**config.mk**
```make
export PLATFORM = sky130hd
export DESIGN_NAME = apb_master_nslave
export DESIGN_NICKNAME = d
export VERILOG_FILES = /design/src/rtl/apb_master_nslave.sv
export SDC_FILE = /design/constraint.sdc
export NUM_CORES = 1
export LEC_CHECK = 0
export CELL_PAD_IN_SITES_DETAIL_PLACEMENT = 1
export CELL_PAD_IN_SITES_GLOBAL_PLACEMENT = 1
export CORE_MARGIN = 3
export CORE_UTILIZATION = 33
export CTS_CLUSTER_SIZE = 25
export DETAILED_ROUTE_END_ITERATION = 16
export PLACE_DENSITY = 0.89
export SLEW_MARGIN = 0
export SYNTH_ARGS = -nofsm -noshare
export SYNTH_HDL_FRONTEND = slang
export SYNTH_SLANG_ARGS = --single-unit
```
**constraint.sdc**
```tcl
create_clock -name pclk -period 2.9 [get_ports pclk]
set_clock_uncertainty 0.1 [all_clocks]
set_input_delay 0.29 -clock pclk [delete_from_list [all_inputs] [get_ports pclk]]
set_output_delay 0.29 -clock pclk [all_outputs]
set_load 0.01 [all_outputs]
```
**src/rtl/apb_master_nslave.sv**
```systemverilog
// rtl/apb_master_nslave.sv - APB requester bridging a simple request port to N completers
//
// Purpose: turns a driver-side transfer request into an APB SETUP/ACCESS
// sequence toward one of NUM_SLAVES completers. The completer is chosen by
// the top SEL_W address bits. The bridge honours PREADY wait states and
// reports PSLVERR, decode errors and ACCESS timeouts through a one-cycle
// xfer_done/xfer_err pulse.
//
// Ports:
//   pclk, presetn        clock, asynchronous active-low reset
//   transfer             request strobe (taken in IDLE or on ACCESS completion)
//   read_write           1 = read, 0 = write
//   apb_write_paddr      write address
//   apb_write_data       write data
//   apb_read_paddr       read address
//   apb_read_data_out    last successfully read data
//   xfer_done/xfer_err   end-of-transfer pulse and its error flag
//   busy                 high while a transfer is in flight
//   psel..pwdata         APB requester outputs
//   prdata/pready/pslverr  flattened per-completer APB inputs
module apb_master_nslave #(
   parameter int AW         = 9,
   parameter int DW         = 8,
   parameter int NUM_SLAVES = 2,
   parameter int TIMEOUT    = 16
) (
   input  logic                     pclk,
   input  logic                     presetn,
   input  logic                     transfer,
   input  logic                     read_write,
   input  logic [AW-1:0]            apb_write_paddr,
   input  logic [DW-1:0]            apb_write_data,
   input  logic [AW-1:0]            apb_read_paddr,
   output logic [DW-1:0]            apb_read_data_out,
   output logic                     xfer_done,
   output logic                     xfer_err,
   output logic                     busy,
   output logic [NUM_SLAVES-1:0]    psel,
   output logic                     penable,
   output logic                     pwrite,
   output logic [AW-1:0]            paddr,
   output logic [DW-1:0]            pwdata,
   input  logic [NUM_SLAVES*DW-1:0] prdata,
   input  logic [NUM_SLAVES-1:0]    pready,
   input  logic [NUM_SLAVES-1:0]    pslverr
);

   localparam int SEL_W = (NUM_SLAVES > 2) ? $clog2(NUM_SLAVES) : 1;
   // Counter only has to reach TIMEOUT-1: the abort fires on the cycle that
   // would make it TIMEOUT.
   localparam int CW = (TIMEOUT > 1) ? $clog2(TIMEOUT) : 1;
   localparam logic [CW-1:0] CNT_LAST = CW'((TIMEOUT > 0) ? TIMEOUT - 1 : 0);

   typedef enum logic [1:0] {
      S_IDLE,
      S_SETUP,
      S_ACCESS,
      S_DERR
   } state_t;

   state_t                 state_q;
   logic [NUM_SLAVES-1:0]  psel_q;
   logic                   penable_q;
   logic                   pwrite_q;
   logic [AW-1:0]          paddr_q;
   logic [DW-1:0]          pwdata_q;
   logic [DW-1:0]          rdata_q;
   logic                   done_q;
   logic                   err_q;
   logic                   busy_q;
   logic [CW-1:0]          cnt_q;

   // Decode of the request currently presented on the driver side
   logic [AW-1:0]          req_addr_d;
   logic [SEL_W-1:0]       req_idx_d;
   logic                   req_ok_d;
   logic [NUM_SLAVES-1:0]  req_sel_d;
   logic                   take_req;

   // Response of the selected completer; psel_q is the mask, so replies from
   // unselected completers never leak in.
   logic                   sel_ready;
   logic                   sel_err;
   logic [DW-1:0]          sel_rdata;

   always_comb begin
      req_addr_d = read_write ? apb_read_paddr : apb_write_paddr;
      req_idx_d  = req_addr_d[AW-1 -: SEL_W];
      req_ok_d   = (32'(req_idx_d) < NUM_SLAVES);
      req_sel_d  = '0;
      for (int i = 0; i < NUM_SLAVES; i++) begin
         req_sel_d[i] = (32'(req_idx_d) == 32'(i));
      end
   end

   always_comb begin
      sel_ready = |(pready & psel_q);
      sel_err   = |(pslverr & psel_q);
      sel_rdata = '0;
      for (int i = 0; i < NUM_SLAVES; i++) begin
         if (psel_q[i]) begin
            sel_rdata = sel_rdata | prdata[i*DW +: DW];
         end
      end
   end

   assign take_req = transfer &&
                     ((state_q == S_IDLE) || ((state_q == S_ACCESS) && sel_ready));

   always_ff @(posedge pclk or negedge presetn) begin
      if (!presetn) begin
         state_q   <= S_IDLE;
         psel_q    <= '0;
         penable_q <= 1'b0;
         pwrite_q  <= 1'b0;
         paddr_q   <= '0;
         pwdata_q  <= '0;
         rdata_q   <= '0;
         done_q    <= 1'b0;
         err_q     <= 1'b0;
         busy_q    <= 1'b0;
         cnt_q     <= '0;
      end else begin
         done_q <= 1'b0;
         err_q  <= 1'b0;

         case (state_q)
            S_IDLE: begin
            end

            S_SETUP: begin
               penable_q <= 1'b1;
               cnt_q     <= '0;
               state_q   <= S_ACCESS;
            end

            S_ACCESS: begin
               if (sel_ready) begin
                  done_q <= 1'b1;
                  err_q  <= sel_err;
                  if (!pwrite_q && !sel_err) begin
                     rdata_q <= sel_rdata;
                  end
                  psel_q    <= '0;
                  penable_q <= 1'b0;
                  busy_q    <= 1'b0;
                  state_q   <= S_IDLE;
               end else if ((TIMEOUT > 0) && (cnt_q == CNT_LAST)) begin
                  done_q    <= 1'b1;
                  err_q     <= 1'b1;
                  psel_q    <= '0;
                  penable_q <= 1'b0;
                  busy_q    <= 1'b0;
                  state_q   <= S_IDLE;
               end else begin
                  cnt_q <= cnt_q + 1'b1;
               end
            end

            S_DERR: begin
               // Entered back-to-back from a completing ACCESS, the previous
               // done pulse is still showing; hold one extra cycle so the two
               // pulses stay separate.
               if (!done_q) begin
                  done_q  <= 1'b1;
                  err_q   <= 1'b1;
                  busy_q  <= 1'b0;
                  state_q <= S_IDLE;
               end
            end

            default: begin
               state_q <= S_IDLE;
            end
         endcase

         // A new request overrides the return-to-IDLE of a completing ACCESS,
         // giving SETUP directly with penable low for that cycle.
         if (take_req) begin
            pwrite_q  <= ~read_write;
            paddr_q   <= req_addr_d;
            pwdata_q  <= apb_write_data;
            psel_q    <= req_sel_d;
            penable_q <= 1'b0;
            busy_q    <= 1'b1;
            state_q   <= req_ok_d ? S_SETUP : S_DERR;
         end
      end
   end

   assign psel              = psel_q;
   assign penable           = penable_q;
   assign pwrite            = pwrite_q;
   assign paddr             = paddr_q;
   assign pwdata            = pwdata_q;
   assign apb_read_data_out = rdata_q;
   assign xfer_done         = done_q;
   assign xfer_err          = err_q;
   assign busy              = busy_q;

endmodule

```
==> out/results.env, run 1 <==
GRT_PASS1_VIAS=1557
GLOBALPLACE.CONGESTION=0.780
PERIOD_MINUS_SLACK_NS=2.17
CLOCK_POWER_SHARE=0.143
CRIT_CHAIN='a22oi_2 > a211oi_4 > buf_4 > nor2_1 > a21oi_1'
CRITICAL_PATH_TOP_DELAY_CELL='sky130_fd_sc_hd__a211oi_4'
STATUS='finished, violations left'
TIGHTEST_SLEW_NS=0.825
VIOLATED_CHECKS='negative hold slack'
POST_CTS_RESIZED=0
ROUTE.ANTENNA.REMAINING_NETS=0
CP_SLOWEST_STAGE_DELAY_NS=0.68
DIE_Y_UM=78.8
POWER_DENSITY_nW_PER_UM2=930
LAYOUT.NETS=279
PORT_BUFFERS=81
RSZ0062_AT_GRT='false'
CRITPATHTOPFAMILY='AND-OR/OR-AND gates'
WHS_NS=-0.00170
GRT_START_MAX_NET_PINS=39
FIRST_ITER_VIOLATIONS=79
GRT_PASS1_WL_UM=7560
WORSTPATHREQUIRED_NS=3.01
CTS_SETUP_BUFFERS=0
ROUTEDWLPERCELL_UM=15.3
YOSYS-STAT-AREA_UM2=1750
HOLD_VIOLATIONS=5
VIA_COUNT=1453
FIN_TNS_SETUP_NS=0
WORST_SKEW_PAIR.LATE_LATENCY_NS=0.29
UNIQUE_CELL_TYPE_COUNT_IN_THE_YOSYS_NETLIST=29
ANTENNA_CELLS_INSERTED=0
CRITPATHMAXFANOUT=18
GR-TOTAL-OVERFLOW=0
SYNTH.AVG_CELL_AREA_UM2=12.1
CRITPATHARRIVALTIME_NS=2.29
CRIT_CELLS=5
TOOL_WARNINGS=26
SYNTH-SEQ-CELLS=38
MAX-CLOCK-PATH-BUFFERS=2
YS.FLOP_TYPE='sky130_fd_sc_hd__dfrtp_1'
YOSYS_CELL_COUNT=145
STATIC_LEAKAGE_POWER_nW=1.19
TRITONCTS_CLOCK_TREE='done'
CRITICALPATHCATEGORY='reg2reg'
POST_ROUTE_WL_UM=4530
FIRST_PASS_ITERS=4
SYNTH-ASYNC-RESET-RATIO=1.00
TYPE_OF_ELEMENT_CAPTURING_THE_CRITICAL_PATH='register'
DETAILEDPLACEMENTHPWL_UM=3440
CTS.ROOT.BUFFER_CELL='sky130_fd_sc_hd__clkbuf_8'
MAX_SLEW_MARGIN=0.450
GRTUSAGETOTAL=0.156
REG2REGPATHDEPTH=5
LAYOUT_WORST_PATH_CYCLE_SHARE=0.749
INITCOREUTIL=0.356
[run 1: area by class of cell]
class / instances / area (um2)
fill: 531 / 2210
sequential: 38 / 951
timing repair buffer: 84 / 828
multi-input combinational: 92 / 718
tap: 67 / 83.8
clock buffer: 5 / 68.8
inverter: 7 / 26.3
clock inverter: 3 / 21.3
[run 1: logic make-up (layout without fill, tap and decap cells)]
family,after synthesis,count (layout),share of synthesized area
buf+inv,15,99,0.0494
simple gates,27,27,0.0687
flops,38,38,0.544
mux,26,26,0.178
compound gates,38,38,0.153
fa+ha+maj,1,1,0.00716
[run 1: stage by stage]
stage	util	cell area, um2	worst slack (ns)	hold slack (ns)
after global routing	0.549	2700	0.546	0.0722
after floorplan	-	1750	1.23	-0.106
after detailed placement	0.531	2610	0.545	0.350
final	0.549	2700	0.728	-0.00170
after global placement	0.531	2610	0.607	0.338
after CTS	0.549	2700	0.688	0.0191
[run 1: routing by layer]
| layer | wire length [um] | vias to the layer above | track usage |
|---|---|---|---|
| met5 | 0 | - | 0 |
| met1 | 1760 | 716 | 0.176 |
| li1 | - | 682 | - |
| met3 | 386 | 6 | 0.0692 |
| met4 | 36 | 0 | 0.0315 |
| met2 | 2350 | 49 | 0.272 |
[run 1: worst paths after layout]
| kind | end | slack (ns) | start |
|---|---|---|---|
| hold / removal | cnt_q[3] | -0.002 | presetn |
| hold reg to reg | busy | 0.39 | busy |
| setup reg to reg | paddr[5] | 0.73 | psel[1] |
| setup / recovery | paddr[5] | 0.73 | psel[1] |
| max in group asynchronous | paddr[6] | 2.19 | presetn |
| min in group pclk | busy | 0.39 | busy |
[run 1: layout by cell type, fill, tap and decap left out, types with 3 or more instances in the layout]
cell and count:
sky130_fd_sc_hd__a22o_1 10, sky130_fd_sc_hd__nand2_1 6, sky130_fd_sc_hd__a21oi_1 12, sky130_fd_sc_hd__o21ai_0 5
sky130_fd_sc_hd__mux2_2 8, sky130_fd_sc_hd__clkbuf_8 5, sky130_fd_sc_hd__nor2_1 12, sky130_fd_sc_hd__mux2_4 8
sky130_fd_sc_hd__buf_4 3, sky130_fd_sc_hd__inv_1 7, sky130_fd_sc_hd__mux2i_1 10, sky130_fd_sc_hd__dfrtp_1 38
sky130_fd_sc_hd__clkdlybuf4s50_1 80, sky130_fd_sc_hd__nand3_1 5
[run 1: state kept, by name (all words and copies together) (netlist names)]
signal	flops
psel	2
pwrite	1
busy	1
penable	1
state_q	2
paddr	9
pwdata	8
cnt_q	4
apb_read_data_out	8
xfer_err	1
xfer_done	1
[run 1: power groups by stage]
stage          Combinational [mW]  Sequential (mW)  Clock, mW
2_1_floorplan               0.518             1.03          0
3_3_place_gp                 1.17            0.963          0
3_5_place_dp                 1.20            0.975          0
4_1_cts                      1.21            0.972      0.374
5_1_grt                      1.29             1.01      0.404
6_report                     1.18            0.968      0.360
[run 1: cell usage after synthesis (all sizes together), types with 5 or more instances]
cell    n  share of area
o21ai   5          0.014
a22o   10          0.050
nor2   12          0.026
nand3   5          0.014
mux2   16           0.12
inv     7          0.015
dfrtp  38           0.54
mux2i  10          0.057
nand2   6          0.013
a21oi  12          0.034
buf     7          0.032
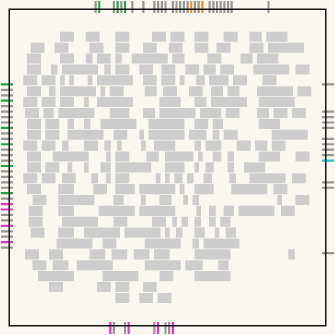
**Above:** run 1 (ports around the boundary).
Drawn at 4 px/um. Pins as bars across the die edge, other pins in grey.
Cyan shows xfer_err, pins 1, direction output, edge right. Magenta shows pwdata, pins 8, direction output, edge 4 left, 4 bottom. Green shows apb_read_paddr, pins 9, direction input, edge 6 left, 3 top. Orange shows pready, pins 2, direction input, edge top.

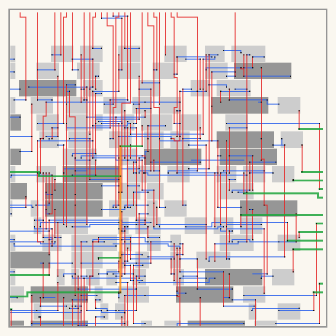
**Above:** run 1 (close-up of the layout).
Region (29, 29) to (79, 79) um. Cells in grey, sequential cells in the stronger grey; small squares are vias.
Red shows metal 2. Orange shows metal 4. Green shows metal 3. Blue shows metal 1.
98 logic cells have their middle in the window. Netlist names of flops here include apb_read_data_out (8), psel (2). Most frequent: clkdlybuf4s50_1 (33), dfrtp_1 (14), a22o_1 (10). Sequential cells in the window: 14.

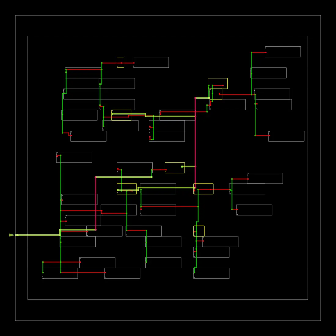
**Above:** run 1 (the clock network).
number of clock buffers in the layout: 5
Sink Count: 38
total CTS buffers: 5
number of sequential cells: 38

**Run 1: placed cells, one colour a class**

Drawn at 8 px/um.
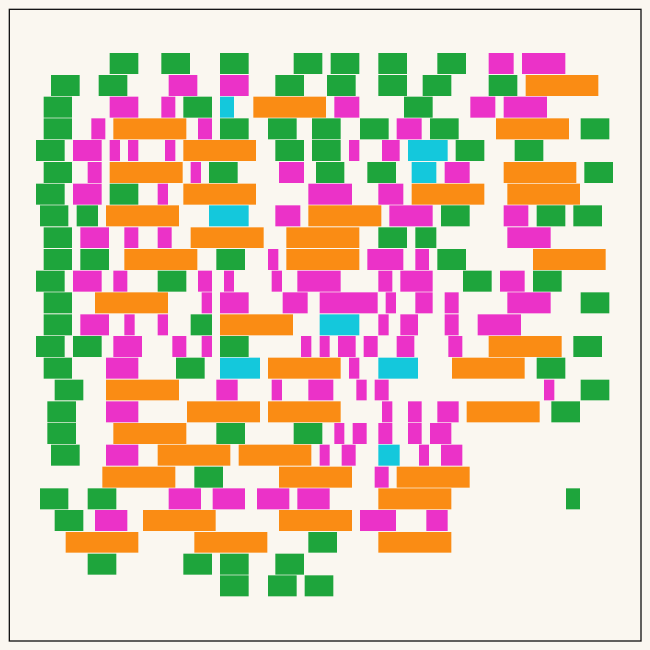

==> run 2: changes to the inputs <==
--- a/config.mk
+++ b/config.mk
@@ -8,10 +8,10 @@
 export CELL_PAD_IN_SITES_DETAIL_PLACEMENT = 1
 export CELL_PAD_IN_SITES_GLOBAL_PLACEMENT = 1
 export CORE_MARGIN = 3
-export CORE_UTILIZATION = 33
+export CORE_UTILIZATION = 31
 export CTS_CLUSTER_SIZE = 25
 export DETAILED_ROUTE_END_ITERATION = 16
-export PLACE_DENSITY = 0.89
+export PLACE_DENSITY = 0.84
 export SLEW_MARGIN = 0
 export SYNTH_ARGS = -nofsm -noshare
 export SYNTH_HDL_FRONTEND = slang
==> constraint.sdc (replaced) <==
create_clock -name pclk -period 2 [get_ports pclk]
set_clock_uncertainty 0.1 [all_clocks]
set_input_delay 0.2 -clock pclk [delete_from_list [all_inputs] [get_ports pclk]]
set_output_delay 0.2 -clock pclk [all_outputs]
set_load 0.01 [all_outputs]
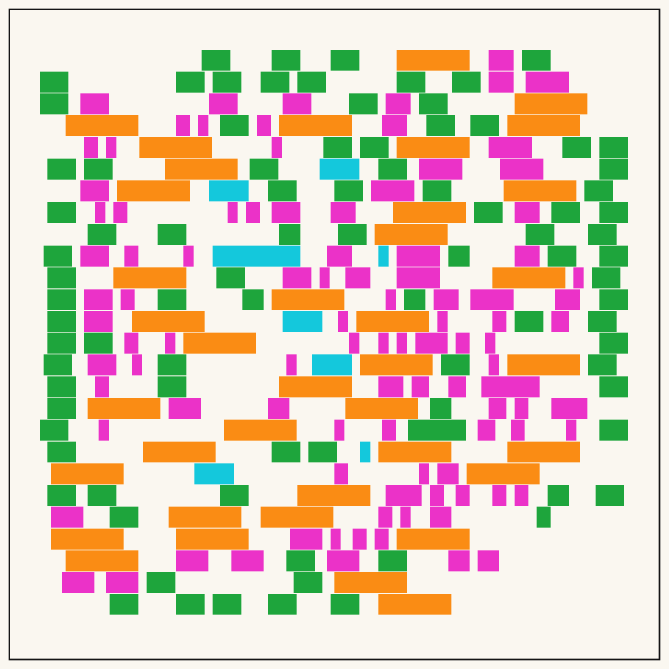
**Above:** run 2 (placed cells, one colour a class).
Drawn at 8 px/um.
Orange shows sequential cells, cells 38. Magenta shows combinational and other logic, cells 99. Green shows remaining buffers and delay cells, cells 89. Cyan shows clock drivers and dummy loads, cells 8.
register share of the cell area: 0.343
Layout Cell Area excl Fill: 2770 um2
Core Area: 5270 um2
floorplan row count: 26

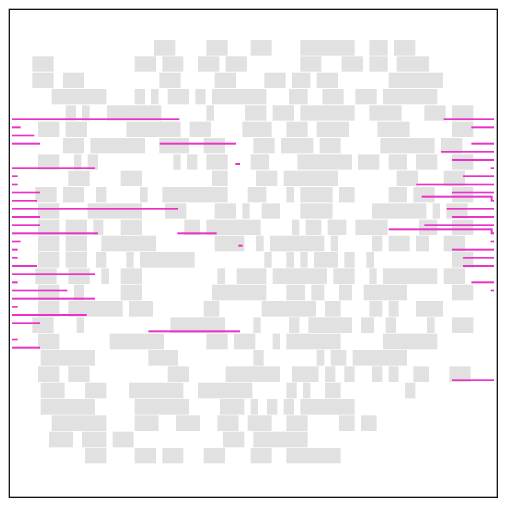
**Above:** run 2 (the metal 3 layer).
Drawn at 6 px/um.
The wires run mostly horizontal. The layer holds 7.4% of the routed length. 48 nets have wire on it. The layer carries 347 um of wire.
count of vias placed by the detailed router: 1,451
met3 usage in global routing: 0.0455
Post-Route WL: 4710 um

==> out/results.env, run 2 <==
STATUS='completed'
TYPE_OF_ELEMENT_CAPTURING_THE_CRITICAL_PATH='register'
REPORT.FINAL.SETUP_VIOL=0
CTS_MADE_BUFFERS=5  # unchanged
CRITPATHMAXFANOUT=8  # -10
WORSTPATHREQUIRED_NS=2.07  # -0.94 ns
TIGHTEST_SLEW_NS=0.485  # -0.341 ns
CRITICALPATHCATEGORY='reg2reg'
INITCOREUTIL=0.332  # -0.0243
CTS_SETUP_BUFFERS=0  # unchanged
CRIT_CHAIN='and3b_1 > a31oi_1 > a2111o_1 > mux2_4'
GLOBALPLACE.CONGESTION=0.679  # -13%
DPL_CELL_AREA_UM2=2650  # +1.8%
SYNTH-SEQ-CELLS=38  # unchanged
SYNTHTOPCELLSBYAREA='sky130_fd_sc_hd__dfrtp_1, sky130_fd_sc_hd__mux2_4, sky130_fd_sc_hd__mux2i_1'
CP_SLOWEST_STAGE_DELAY_NS=0.44  # -0.24 ns
YOSYS_CELL_COUNT=145  # unchanged
CRITPATHARRIVALTIME_NS=1.92  # -0.37 ns
DETAIL_ROUTE.WIRELENGTH.MET1_UM=1950  # +11%
ROUTE.ANTENNA.REMAINING_NETS=0  # unchanged
TIMING.RR.START='psel[1]'
TOOL_WARNINGS=26  # unchanged
YOSYS.AREA.TOP_TYPE_SHARE=0.544  # unchanged
SYNTH_NETS=196
TOP_CELLS_BY_COUNT='sky130_fd_sc_hd__dfrtp_1, sky130_fd_sc_hd__a21oi_1, sky130_fd_sc_hd__nor2_1, sky130_fd_sc_hd__a22o_1, sky130_fd_sc_hd__mux2i_1'
SYNTH_SEQ_SHARE=0.544
STATIC_LEAKAGE_POWER_nW=1.22  # +3.1%
IO_PINS=82
SYN-CELL-AREA_UM2=1750
CRITICAL_PATH_TOP_DELAY_CELL='sky130_fd_sc_hd__dfrtp_1'
FIRST_ITER_VIOLATIONS=49  # -38%
GR-TOTAL-OVERFLOW=0  # unchanged
DIE_Y_UM=81.1  # +2.9%
POST_CTS_RESIZED=0  # unchanged
CTS.ROOT.BUFFER_CELL='sky130_fd_sc_hd__clkbuf_8'
YOSYS.AREA.TOP_TYPE='sky130_fd_sc_hd__dfrtp_1'
NUM-FILL-CELLS=596  # +12%
LAYOUT.NETS=284  # +1.8%
FIRST_PASS_ITERS=4  # unchanged
FLIP_FLOP_COUNT_OF_THE_LARGEST_REGISTER_ALL_COPIES_AND_WORDS_ADDED=9  # unchanged
FLOORPLAN.DIE_AREA_UM2=6580
ANTENNA_CELLS_INSERTED=0  # unchanged
ENABLE_FLOP_CELLS=0
GRTUSAGETOTAL=0.151  # -0.00532
DETAILEDPLACEMENTHPWL_UM=3640  # +6.0%
CTS_HTREE_LEVELS=2
SYNTH.AVG_CELL_AREA_UM2=12.1  # unchanged
ROUTED.TOP_LAYER='met4'
MIN_PATH_TYPE='reg2reg'
FP.DIEW_UM=81.1
LAYOUT_WORST_PATH_CYCLE_SHARE=0.925  # +0.176
GRT_START_MAX_NET_PINS=39  # unchanged
MAX-CLOCK-PATH-BUFFERS=2  # unchanged
GRT_PASS1_WL_UM=7540  # -0.19%
FINAL_UTIL=0.526  # -0.0237
WORST_SKEW_PAIR.LATE_LATENCY_NS=0.28  # about the same
YS.FLOP_TYPE='sky130_fd_sc_hd__dfrtp_1'
MET2_WL_UM=2370  # +0.85%
GRT_PASS1_VIAS=1556  # -0.064%
HOLD_VIOLATIONS=0  # -5
MOST-COMMON-LAYOUT-CELLS='sky130_fd_sc_hd__clkdlybuf4s50_1, sky130_fd_sc_hd__dfrtp_1, sky130_fd_sc_hd__a21oi_1, sky130_fd_sc_hd__nor2_1'
YOSYS-STAT-AREA_UM2=1750  # unchanged
POWER_DENSITY_nW_PER_UM2=1380  # +49%
WHS_NS=0.385  # +0.387 ns
PERIOD_MINUS_SLACK_NS=1.85  # -0.322 ns
ROUTE.MET3.WL_UM=346  # -10%
FIN_TNS_SETUP_NS=0  # unchanged
MAX_SLEW_MARGIN=0.677  # +0.227
CRIT_START='psel[1]'
FINAL_LAYOUT_TOP_LOGIC_CELL='sky130_fd_sc_hd__clkdlybuf4s50_1'
MAXCAPVIOLCOUNT=0
SYNTH.MOST_COMMON_CELL='sky130_fd_sc_hd__dfrtp_1'
SYNTH-ASYNC-RESET-RATIO=1.00  # unchanged
UNIQUE_CELL_TYPE_COUNT_IN_THE_YOSYS_NETLIST=29  # unchanged
SINK_COUNT=38  # unchanged
ROUTEDWLPERCELL_UM=15.5  # +1.4%
RSZ0062_AT_GRT='false'
HOLD_PATH.STARTPOINT='busy'
PORT_BUFFERS=81  # unchanged
TRITONCTS_CLOCK_TREE='done'
run 2: final timing paths:
| path | end | slack [ns] | cells past startpoint |
|---|---|---|---|
| worst max-delay path | apb_read_data_out[3] | 0.15 | 4 |
| worst min-delay path | busy | 0.39 | 1 |
| worst max register to register | apb_read_data_out[3] | 0.15 | 4 |
| worst min register to register | busy | 0.39 | 1 |
| max in group asynchronous | paddr[8] | 1.05 | 3 |
| min in group asynchronous | apb_read_data_out[7] | 0.41 | 3 |
run 2: where the power goes:
part	internal, mW	switching (mW)	leakage, nW
Clock	0.373	0.261	0.0524
Sequential	1.12	0.256	0.463
Combinational	1.08	0.743	0.709
run 2: cell families (layout without fill, tap and decap cells):
logic type	count (synthesis)	in the layout	share of synthesized area
AND-OR/OR-AND	38	38	0.153
flip-flops	38	38	0.544
AND/OR/NAND/NOR	27	27	0.0687
multiplexers	26	26	0.178
buffers and inverters	15	104	0.0494
adder cells (fa/ha/maj)	1	1	0.00716
run 2: cell type report:
cell class,instances,area [um2],area share
clock buffer,7,76.3,0.0276
clock inverter,1,30.0,0.0108
inverter,7,26.3,0.00949
multi-input combinational,92,718,0.259
sequential,38,951,0.343
tap,70,87.6,0.0316
timing repair buffer,89,881,0.318
run 2: repair_timing:
item / CTS / global route
endpoints found under the setup margin: 0 / 0
hold buffers: 1 / 0
endpoints found under the hold margin: 38 / 0
run 2: metal layers:
| layer | track usage | up-vias |
|---|---|---|
| met3 | 0.0455 | 5 |
| met1 | 0.184 | 704 |
| met2 | 0.257 | 52 |
| li1 | - | 690 |
| met4 | 0.0405 | 0 |
| met5 | 0 | - |
run 2: per-stage QoR:
| stage | setup WS (ns) | cells |
|---|---|---|
| CTS | 0.163 | 304 |
| global route | 0.0476 | 304 |
| global placement | -0.0105 | 295 |
| floorplan | 0.326 | 145 |
| finish | 0.150 | 304 |
| detailed placement | -0.0597 | 295 |
run 2: worst max-delay path: cells and delay by family (launching register included):
family	cells	cell delay, ns
AND-OR/OR-AND	2	0.65
flip-flops	1	0.44
multiplexers	1	0.35
AND/OR/NAND/NOR	1	0.20
==> run 3: changes to the inputs <==
--- a/config.mk
+++ b/config.mk
@@ -12,6 +12,7 @@
 export CTS_CLUSTER_SIZE = 25
 export DETAILED_ROUTE_END_ITERATION = 16
 export PLACE_DENSITY = 0.84
+export SKIP_LAST_GASP = 1
 export SLEW_MARGIN = 0
 export SYNTH_ARGS = -nofsm -noshare
 export SYNTH_HDL_FRONTEND = slang
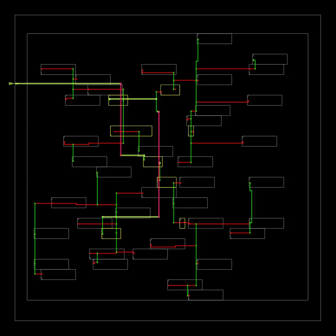
**Above:** run 3 (the clock network).
clock latency on the worst-skew pair: 0.28 ns
number of clock buffers in the layout: 7
Power Clock: 0.634 mW

==> out/results.env, run 3 <==
STATUS='completed'
TRITONCTS_CLOCK_TREE='done'
CRITPATHARRIVALTIME_NS=1.92  # about the same
GR-TOTAL-OVERFLOW=0  # unchanged
MAX_SLEW_MARGIN=0.677  # unchanged
FP.DIEW_UM=81.1  # unchanged
HOLD_VIOLATIONS=0  # unchanged
FLOORPLAN.DIE_AREA_UM2=6580  # unchanged
POST_CTS_HOLD_BUFFER_COUNT=1  # unchanged
SYNTH.AVG_CELL_AREA_UM2=12.1  # unchanged
PORT_BUFFERS=81  # unchanged
FLIP_FLOP_COUNT_OF_THE_LARGEST_REGISTER_ALL_COPIES_AND_WORDS_ADDED=9  # unchanged
ROUTEDWLPERCELL_UM=15.5  # unchanged
GLOBALPLACE.CONGESTION=0.679  # unchanged
PLACEMENT_ROWS=26  # unchanged
POST_ROUTE_NON_FILLER_STANDARD_CELL_COUNT=304  # unchanged
NUM-FILL-CELLS=596  # unchanged
CTS_MADE_BUFFERS=5  # unchanged
CTS.ROOT.BUFFER_CELL='sky130_fd_sc_hd__clkbuf_8'
FIRST_ITER_VIOLATIONS=49  # unchanged
SYNTH-SEQ-CELLS=38  # unchanged
DETAILEDPLACEMENTHPWL_UM=3640  # unchanged
GRT_PASS1_WL_UM=7540  # unchanged
TYPE_OF_ELEMENT_CAPTURING_THE_CRITICAL_PATH='register'
YOSYS-STAT-AREA_UM2=1750  # unchanged
SINK_COUNT=38  # unchanged
MIN_PATH_TYPE='reg2reg'
CRITPATHMAXFANOUT=8  # unchanged
POST_CTS_RESIZED=0  # unchanged
UNIQUE_CELL_TYPE_COUNT_IN_THE_YOSYS_NETLIST=29  # unchanged
LAYOUT.NETS=284  # unchanged
GRTUSAGETOTAL=0.151  # unchanged
IO_PINS=82  # unchanged
DP_CELLS=295  # unchanged
POWER_DENSITY_nW_PER_UM2=1380  # unchanged
LAYOUT_WORST_PATH_CYCLE_SHARE=0.925  # unchanged
MAX-CLOCK-PATH-BUFFERS=2  # unchanged
SYNTH_SEQ_SHARE=0.544  # unchanged
TOP_CELLS_BY_COUNT='sky130_fd_sc_hd__dfrtp_1, sky130_fd_sc_hd__a21oi_1, sky130_fd_sc_hd__nor2_1, sky130_fd_sc_hd__a22o_1, sky130_fd_sc_hd__mux2i_1'
FIRST_PASS_ITERS=4  # unchanged
RSZ0062_AT_GRT='false'
SYNTH.MOST_COMMON_CELL='sky130_fd_sc_hd__dfrtp_1'
POST_ROUTE_WL_UM=4710  # unchanged
MAXCAPVIOLCOUNT=0  # unchanged
FIN_TNS_SETUP_NS=0  # unchanged
SYNTHTOPCELLSBYAREA='sky130_fd_sc_hd__dfrtp_1, sky130_fd_sc_hd__mux2_4, sky130_fd_sc_hd__mux2i_1'
REPORT.FINAL.SETUP_VIOL=0  # unchanged
YS.FLOP_TYPE='sky130_fd_sc_hd__dfrtp_1'
MOST-COMMON-LAYOUT-CELLS='sky130_fd_sc_hd__clkdlybuf4s50_1, sky130_fd_sc_hd__dfrtp_1, sky130_fd_sc_hd__a21oi_1, sky130_fd_sc_hd__nor2_1'
FINAL_LAYOUT_TOP_LOGIC_CELL='sky130_fd_sc_hd__clkdlybuf4s50_1'
CTS_HTREE_LEVELS=2  # unchanged
GRT_START_MAX_NET_PINS=39  # unchanged
SYN-CELL-AREA_UM2=1750  # unchanged
STATIC_LEAKAGE_POWER_nW=1.22  # unchanged
PERIOD_MINUS_SLACK_NS=1.85  # unchanged
INITCOREUTIL=0.332  # unchanged
TIGHTEST_SLEW_NS=0.485  # unchanged
HOLDPATHSTAGES=1  # unchanged
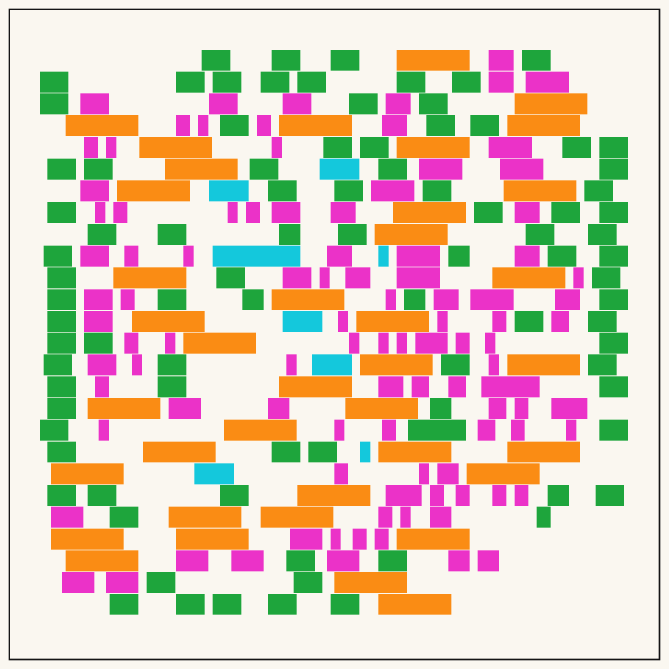
**Above:** run 3 (placed cells, one colour a class).
Drawn at 8 px/um.
Magenta shows combinational and other logic, cells 99. Orange shows sequential cells, cells 38. Cyan shows clock drivers and dummy loads, cells 8. Green shows remaining buffers and delay cells, cells 89.

## run 3: cell counts in the layout (fill, tap and decap cells not counted)
No cell type changed its count.
## run 3: power breakdown
group / internal, mW / switching [mW]
sequential: 1.12 / 0.256
combinational: 1.08 / 0.743
clock: 0.373 / 0.261
total: 2.57 / 1.26
## run 3: area by class of cell
| class | count | area, um2 | area share |
|---|---|---|---|
| inverters | 7 | 26.3 | 0.00949 |
| multi-input cells | 92 | 718 | 0.259 |
| clock buffers | 7 | 76.3 | 0.0276 |
| clock inverters | 1 | 30.0 | 0.0108 |
| flip-flops and latches | 38 | 951 | 0.343 |
| repair buffers | 89 | 881 | 0.318 |
| well taps | 70 | 87.6 | 0.0316 |
## run 3: logic make-up after synthesis
family / after synthesis / synth area share
and+or+nand+nor: 27 / 0.0687
AOI/OAI and AO/OA: 38 / 0.153
muxes: 26 / 0.178
buffers and inverters: 15 / 0.0494
adders and majority gates: 1 / 0.00716
DFF: 38 / 0.544
## run 3: path summary, 6_finish.rpt
path | startpoint | to | slack (ns)
setup / recovery | psel[1] | apb_read_data_out[3] | 0.15
hold / removal | busy | busy | 0.39
setup reg to reg | psel[1] | apb_read_data_out[3] | 0.15
hold reg to reg | busy | busy | 0.39
max in group asynchronous | presetn | paddr[8] | 1.05
min in group asynchronous | presetn | apb_read_data_out[7] | 0.41
## run 3: worst max-delay path, cell delays in order (launching register included)
cell and delay (ns):
sky130_fd_sc_hd__dfrtp_1 0.44, sky130_fd_sc_hd__and3b_1 0.20, sky130_fd_sc_hd__a31oi_1 0.22, sky130_fd_sc_hd__a2111o_1 0.43, sky130_fd_sc_hd__mux2_4 0.35
## run 3: per-stage QoR
stage | util | area, um2 | worst slack (ns)
finish | 0.526 | 2770 | 0.150
floorplan | - | 1750 | 0.326
CTS | 0.526 | 2770 | 0.163
global placement | 0.504 | 2650 | -0.0105
detailed placement | 0.504 | 2650 | -0.0597
global route | 0.526 | 2770 | 0.0476
## run 3: metal layers
| layer | part of all wire | global-route usage |
|---|---|---|
| met1 | 0.41 | 0.184 |
| met2 | 0.50 | 0.257 |
| met3 | 0.073 | 0.0455 |
| met4 | 0.0098 | 0.0405 |
| met5 | 0 | 0 |
No activity file was given, so power comes from the tool's default toggle rates.
